`src/rtl/pixel_stream_editor.sv`:
```
// Two-stage streaming pixel editor (pass/brighten/darken/threshold/invert) with frame tracking.
// Optional per-frame min/max statistics are enabled by defining STATS_EN.
module pixel_stream_editor #(
  parameter int PIX_W        = 8,
  parameter int FRAME_PIXELS = 98304,
  parameter int CNT_W        = 17
) (
  input  logic             clk,
  input  logic             rst,
  input  logic [2:0]       cfg_mode,
  input  logic [PIX_W-1:0] cfg_value,
  input  logic [PIX_W-1:0] cfg_threshold,
  input  logic             in_valid,
  output logic             in_ready,
  input  logic [PIX_W-1:0] in_pixel,
  output logic             out_valid,
  input  logic             out_ready,
  output logic [PIX_W-1:0] out_pixel,
  output logic             out_last,
  output logic             frame_done
`ifdef STATS_EN
  ,
  output logic [PIX_W-1:0] frame_min,
  output logic [PIX_W-1:0] frame_max
`endif
);

  localparam logic [PIX_W-1:0] PMAX     = '1;
  localparam logic [CNT_W-1:0] LAST_CNT = CNT_W'(FRAME_PIXELS - 1);

  localparam logic [2:0] MODE_BRIGHTEN  = 3'd1;
  localparam logic [2:0] MODE_DARKEN    = 3'd2;
  localparam logic [2:0] MODE_THRESHOLD = 3'd3;
  localparam logic [2:0] MODE_INVERT    = 3'd4;

  // Handshake: a transfer happens on a rising edge where valid && ready are both high.
  // The whole pipe advances together whenever the output register is empty or being drained.
  logic adv;
  logic accept;
  logic out_hs;

  logic [CNT_W-1:0] pix_cnt;

  logic [2:0]       sh_mode;
  logic [PIX_W-1:0] sh_value;
  logic [PIX_W-1:0] sh_thr;

  logic             s1_valid;
  logic [PIX_W-1:0] s1_pixel;
  logic             s1_last;

  logic             s2_valid;
  logic [PIX_W-1:0] s2_pixel;
  logic             s2_last;

  logic [PIX_W:0]   sum;
  logic [PIX_W-1:0] result;

  assign adv      = !s2_valid || out_ready;
  assign in_ready = adv;
  assign accept   = in_valid && adv;
  assign out_hs   = s2_valid && out_ready;

  assign out_valid = s2_valid;
  assign out_pixel = s2_pixel;
  assign out_last  = s2_last;

  // Frame position counter; the pixel at the wrap point carries the last flag.
  always_ff @(posedge clk) begin
    if (rst) begin
      pix_cnt <= '0;
    end else if (accept) begin
      if (pix_cnt == LAST_CNT) begin
        pix_cnt <= '0;
      end else begin
        pix_cnt <= pix_cnt + 1'b1;
      end
    end
  end

  // Config is latched with pixel 0; the pixel ahead of it in S1 still sees the old values
  // because its result is registered on this same edge.
  always_ff @(posedge clk) begin
    if (rst) begin
      sh_mode  <= '0;
      sh_value <= '0;
      sh_thr   <= '0;
    end else if (accept && (pix_cnt == '0)) begin
      sh_mode  <= cfg_mode;
      sh_value <= cfg_value;
      sh_thr   <= cfg_threshold;
    end
  end

  always_ff @(posedge clk) begin
    if (rst) begin
      s1_valid <= 1'b0;
      s1_pixel <= '0;
      s1_last  <= 1'b0;
    end else if (adv) begin
      s1_valid <= in_valid;
      if (in_valid) begin
        s1_pixel <= in_pixel;
        s1_last  <= (pix_cnt == LAST_CNT);
      end
    end
  end

  always_comb begin
    sum    = {1'b0, s1_pixel} + {1'b0, sh_value};
    result = s1_pixel;
    case (sh_mode)
      MODE_BRIGHTEN:  result = sum[PIX_W] ? PMAX : sum[PIX_W-1:0];
      MODE_DARKEN:    result = (s1_pixel > sh_value) ? (s1_pixel - sh_value) : '0;
      MODE_THRESHOLD: result = (s1_pixel >= sh_thr) ? PMAX : '0;
      MODE_INVERT:    result = PMAX - s1_pixel;
      default:        result = s1_pixel;
    endcase
  end

  always_ff @(posedge clk) begin
    if (rst) begin
      s2_valid <= 1'b0;
      s2_pixel <= '0;
      s2_last  <= 1'b0;
    end else if (adv) begin
      s2_valid <= s1_valid;
      s2_last  <= s1_valid && s1_last;
      if (s1_valid) begin
        s2_pixel <= result;
      end
    end
  end

  always_ff @(posedge clk) begin
    if (rst) begin
      frame_done <= 1'b0;
    end else begin
      frame_done <= out_hs && s2_last;
    end
  end

`ifdef STATS_EN
  logic [PIX_W-1:0] run_min;
  logic [PIX_W-1:0] run_max;
  logic [PIX_W-1:0] nxt_min;
  logic [PIX_W-1:0] nxt_max;

  always_comb begin
    nxt_min = (s2_pixel < run_min) ? s2_pixel : run_min;
    nxt_max = (s2_pixel > run_max) ? s2_pixel : run_max;
  end

  // Trackers follow handshaken outputs; the frame result includes the last pixel itself.
  always_ff @(posedge clk) begin
    if (rst) begin
      run_min   <= PMAX;
      run_max   <= '0;
      frame_min <= '0;
      frame_max <= '0;
    end else if (out_hs) begin
      if (s2_last) begin
        frame_min <= nxt_min;
        frame_max <= nxt_max;
        run_min   <= PMAX;
        run_max   <= '0;
      end else begin
        run_min <= nxt_min;
        run_max <= nxt_max;
      end
    end
  end
`endif

endmodule
```
`config.mk`:
```
export PLATFORM = sky130hd
export DESIGN_NAME = pixel_stream_editor
export DESIGN_NICKNAME = d
export VERILOG_FILES = /design/src/rtl/pixel_stream_editor.sv
export SDC_FILE = /design/constraint.sdc
export NUM_CORES = 1
export LEC_CHECK = 0
export CAP_MARGIN = 20
export CELL_PAD_IN_SITES_DETAIL_PLACEMENT = 0
export CELL_PAD_IN_SITES_GLOBAL_PLACEMENT = 1
export CORE_ASPECT_RATIO = 0.6
export CORE_UTILIZATION = 30
export DETAILED_ROUTE_END_ITERATION = 10
export HOLD_SLACK_MARGIN = 0.03
export PLACE_DENSITY = 0.58
export SLEW_MARGIN = 20
export SYNTH_ARGS = -nofsm -noshare
export SYNTH_HDL_FRONTEND = slang
export SYNTH_SLANG_ARGS = --single-unit
```
`constraint.sdc`:
```
create_clock -name clk -period 2.6 [get_ports clk]
set_clock_uncertainty 0.1 [all_clocks]
set_input_delay 0.26 -clock clk [delete_from_list [all_inputs] [get_ports clk]]
set_output_delay 0.26 -clock clk [all_outputs]
set_load 0.01 [all_outputs]
```
==> images/m2.png <==
(3 px per um) Cells faint in the background.
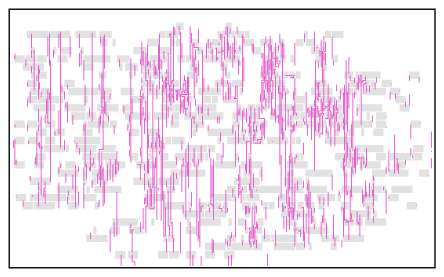
wire length on this layer: 3560 um
main direction: vertical
longest straight run: 40.5 um
nets with wire on the layer: 411

==> images/port_trees.png <==
(3 px per um)
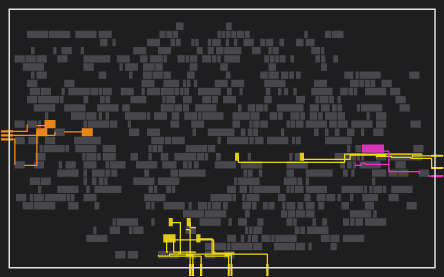
legend:
  in_pixel:
    colour: yellow
    bits: 8
    direction: input
    end_cells: 8
    buffers: 8
    wire: 287 um
  cfg_mode:
    colour: orange
    bits: 3
    direction: input
    end_cells: 3
    buffers: 3
    wire: 57.1 um
  out_last:
    colour: magenta
    bits: 1
    direction: output
    end_cells: 1
    buffers: 1
    wire: 33.6 um

==> images/layers.png <==
(6 px per um) Two of the layers only.
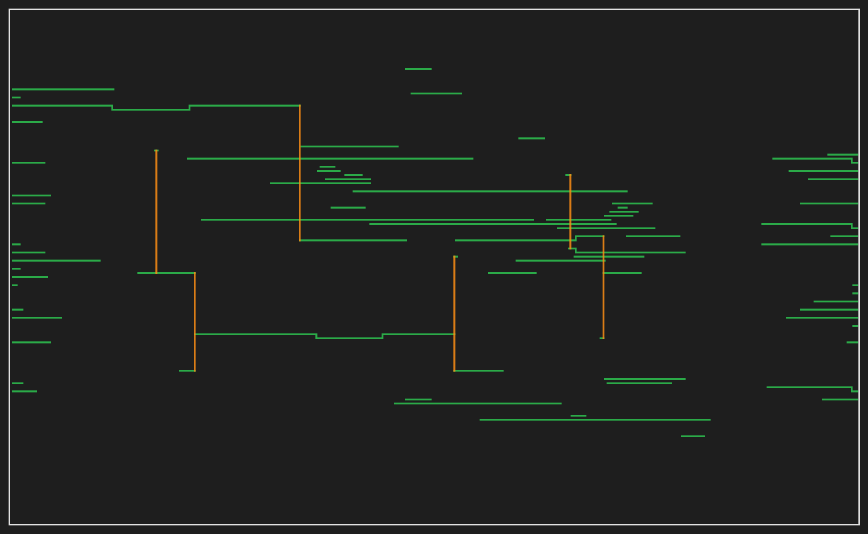
legend:
  M3:
    colour: green
    wire_length: 858 um
  M4:
    colour: orange
    wire_length: 107 um

==> images/clock_nets.png <==
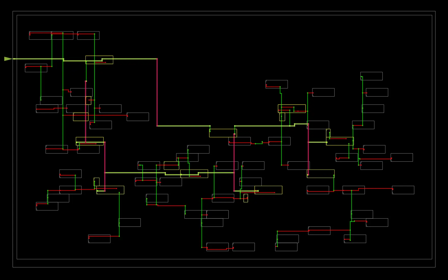
clock insertion delay at the later pin of the skew report: 330 ps
FFs & Latches: 57
clock buffer count: 13

==> images/closeup.png <==
Region (96, 54) to (116, 74) um. Cells in grey, sequential cells in the stronger grey; small squares are vias.
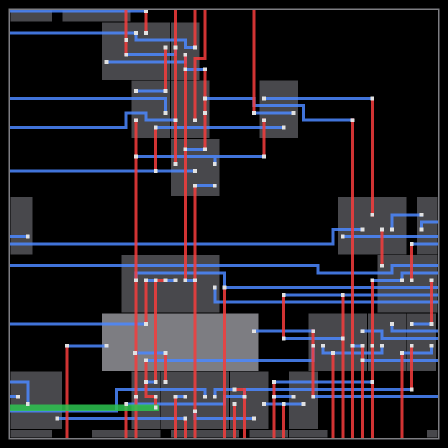
legend:
  M2:
    colour: red
  M1:
    colour: blue
  M3:
    colour: green
most frequent: nor2_1 (3)
sequential cells in the window: 1
netlist names of flops here include: out_pixel (1)
cells with their middle in the window: 20

==> impl_metrics.yaml <==
# yosys + openroad results
sta:
  postLayoutSetupSlackWorst_ps: 133
  finalWorstPathRequiredPeriod_ps: 2470
  report.final.slew_viol_count: 0
  timing_worst_slew_pin_value_ps: 638
  finalClockPeriodUsage_pct: 94.9
  finalHoldViolations: 0
  grt_setup_unrepaired: "no"
  setup_viol: 0
  relSlewSlack_pct: 57.3
  totalNegativeSetupSlack_ps: 0
die:
  core-area_sq_um: 11300
  placement_rows: 30
  die-width_um: 141
  io-pin-count: 43
  total_die_area_sq_um: 12100
  initCoreUtil_pct: 30.9
critical_path:
  worst_setup_path_start_kind: "flop"
  regToRegStartpoint: "sh_value[4]"
  worstPathArrival_ps: 2580
  timing.rr.end: "out_pixel[7]"
  reg_to_reg_setup_timing_slack_ps: 130
  worst_setup_end_kind: "flop"
  crit_required_ps: 2710
  reg2regPathDepth: 8
  path_class: "flop to flop"
  cp_max_fo: 6
synth:
  yosys.area.top_type: "dfxtp_1"
  synthTopCellsByArea: "dfxtp_1 33%, ha_1 9.3%, nor2_1 6.4%"
  number_of_cells_in_yosys_stat: 421
  synthArstFlopShare_pct: 0
  edf_count: 0
  postSynthRegisterBits: 57
  yosysWarnings: 0
  synth-area-yosys_sq_um: 3500
  synthDominantCellAreaShare_pct: 32.6
  yosys_most_used_dff: "dfxtp_1"
  yosysUniqueCellTypes: 62
  synthesis.area_sq_um: 3500
  post_synth.cell_area_avg_sq_um: 8.31
global_route:
  grt_max_degree: 40
  grt_util_all_layers_pct: 18.4
  number_of_antenna_violations_at_the_first_check_in_global_routing: 0
  grt_first_pass_wirelength_mm: 16.7
  first_global_vias: 3041
final_layout:
  post_route_cells_drive_above_1_share_pct: 12.7
  flow.area_growth_from_synthesis_pct: 29.8
  n_antenna_cell: 0
  finish.instance_area_sq_um: 4540
  nets: 541
  layout.core_utilization_pct: 40.1
  logic_area_sq_um: 2200
  most-common-layout-cells: "60 x nor2_1, 57 x dfxtp_1, 42 x clkdlybuf4s50_1"
  layout_top_cell: "nor2_1"
  num-fill-cells: 1185
  seq_area_sq_um: 1140
worst_hold_path:
  min_path_type: "flop to flop"
  min-delay-start: "out_pixel[2]"
  whs_path_depth: 2
  whs_endpoint: "out_pixel[2]"
power_and_ir_drop:
  p_total_mw: 2.68
  leakage_nw: 1.87
  worst_ir_drop_vdd_mv: 0.331
  cellPowerDensity_nw_per_um2: 590
route:
  route.final.wire_length_mm: 10.4
  detail_route.wl_per_cell_um: 16.1
  detail_route.drc_violations: 0
  drtAntennaViolNets: 0
  via_per_inst: 4.87
  drt-initial-drc-count: 245
clocking:
  cts.repair_timing.setup_buffer_count: 0
  cts_repair_resize_count: 0
  buffer_depth_of_the_longest_clock_path: 2
  cts_tree: "built"
  cts_buffers: 9
  cts_num_sinks: 57
  clkSlewWorstSetupHoldPaths_ps: 50
  h-tree-depth: 3
  hold_buffers: 0
placement:
  postPlaceCellArea_sq_um: 4230
  place.detailed.hpwl_mm: 8.21
  gp_routability_congestion: 0.878
  pre_cts_ws_ps: 58.6
run_status:
  outcome: "finished clean"
flow_run:
  stage_log_warnings: 35
  max-cap-violations: 0
how the worst max path moves through the flow:
stage | to | slack, ps
floorplan | out_pixel[5] | 290
global placement | out_pixel[7] | 110
detailed placement | out_pixel[7] | 60
CTS | out_pixel[7] | 50
global route | out_pixel[1] | 5
finish | out_pixel[7] | 130
cell type report:
| cell class | instances | share of cell area (%) |
|---|---|---|
| Sequential cell | 57 | 25.1 |
| Inverter | 25 | 2.07 |
| Multi-Input combinational cell | 321 | 48.5 |
| Timing Repair Buffer | 68 | 13.8 |
| Clock buffer | 13 | 5.73 |
| Tap cell | 160 | 4.41 |
| Clock inverter | 3 | 0.331 |
metal layers:
layer / vias to the layer above / part of all wire (%) / global-route usage (%)
met2: 115 / 34 / 22.8
met4: 0 / 1.0 / 4.69
met1: 1427 / 57 / 29.7
met3: 15 / 8.2 / 5.08
li1: 1591 / - / -
met5: - / 0 / 0
worst max-delay path: stages, from the launching register on:
cell and delay (ps):
dfxtp_1 410, inv_1 70, ha_1 390, and3_4 190, a221o_1 350, a31oi_2 250
xor2_1 220, o31ai_1 80, a221o_1 290
synthesized netlist by cell type (all sizes together), types with 2 or more instances:
master,count
nor2,61
dfxtp,57
nand2,40
a21oi,28
ha,26
inv,25
mux2i,20
o21ai,16
nand3,14
xor2,13
buf,10
nor3,9
xnor2,9
clkbuf,8
nor2b,7
nand2b,6
a211oi,5
and4,5
o21a,5
nor4,4
o31a,4
o31ai,4
a31oi,3
and2,3
and3,3
nand4,3
nor4b,3
o211ai,3
a211o,2
a221o,2
a22oi,2
fa,2
mux2,2
nor3b,2
o221ai,2
or3b,2
where the power goes:
group	switching, mW	internal [mW]	leakage, nW	total (mW)
Clock	0.405	0.691	0.139	1.10
Combinational	0.331	0.292	1.26	0.623
Sequential	0.0417	0.918	0.465	0.960
Total	0.778	1.90	1.87	2.68
cell families (layout without fill, tap and decap cells):
group | count (synthesis) | in the layout | share of synthesized area (%)
buffers and inverters | 43 | 109 | 5.58
DFF | 57 | 57 | 32.6
xor gates and xnor gates | 22 | 22 | 5.72
adders and majority gates | 28 | 28 | 10.4
and+or+nand+nor | 165 | 165 | 23.2
muxes | 22 | 22 | 6.37
AOI/OAI and AO/OA | 84 | 84 | 16.1
registers in the layout (all words and copies together) (netlist names), 3 cells and up:
| signal | flops |
|---|---|
| sh_mode | 3 |
| s1_pixel | 8 |
| sh_value | 8 |
| sh_thr | 8 |
| pix_cnt | 17 |
| out_pixel | 8 |
stage by stage:
step / cells / hold WS (ps)
finish: 647 / 360
global route: 647 / 381
CTS: 647 / 364
detailed placement: 631 / 357
global placement: 631 / 359
floorplan: 421 / 296
No activity file was given, so power comes from the tool's default toggle rates.
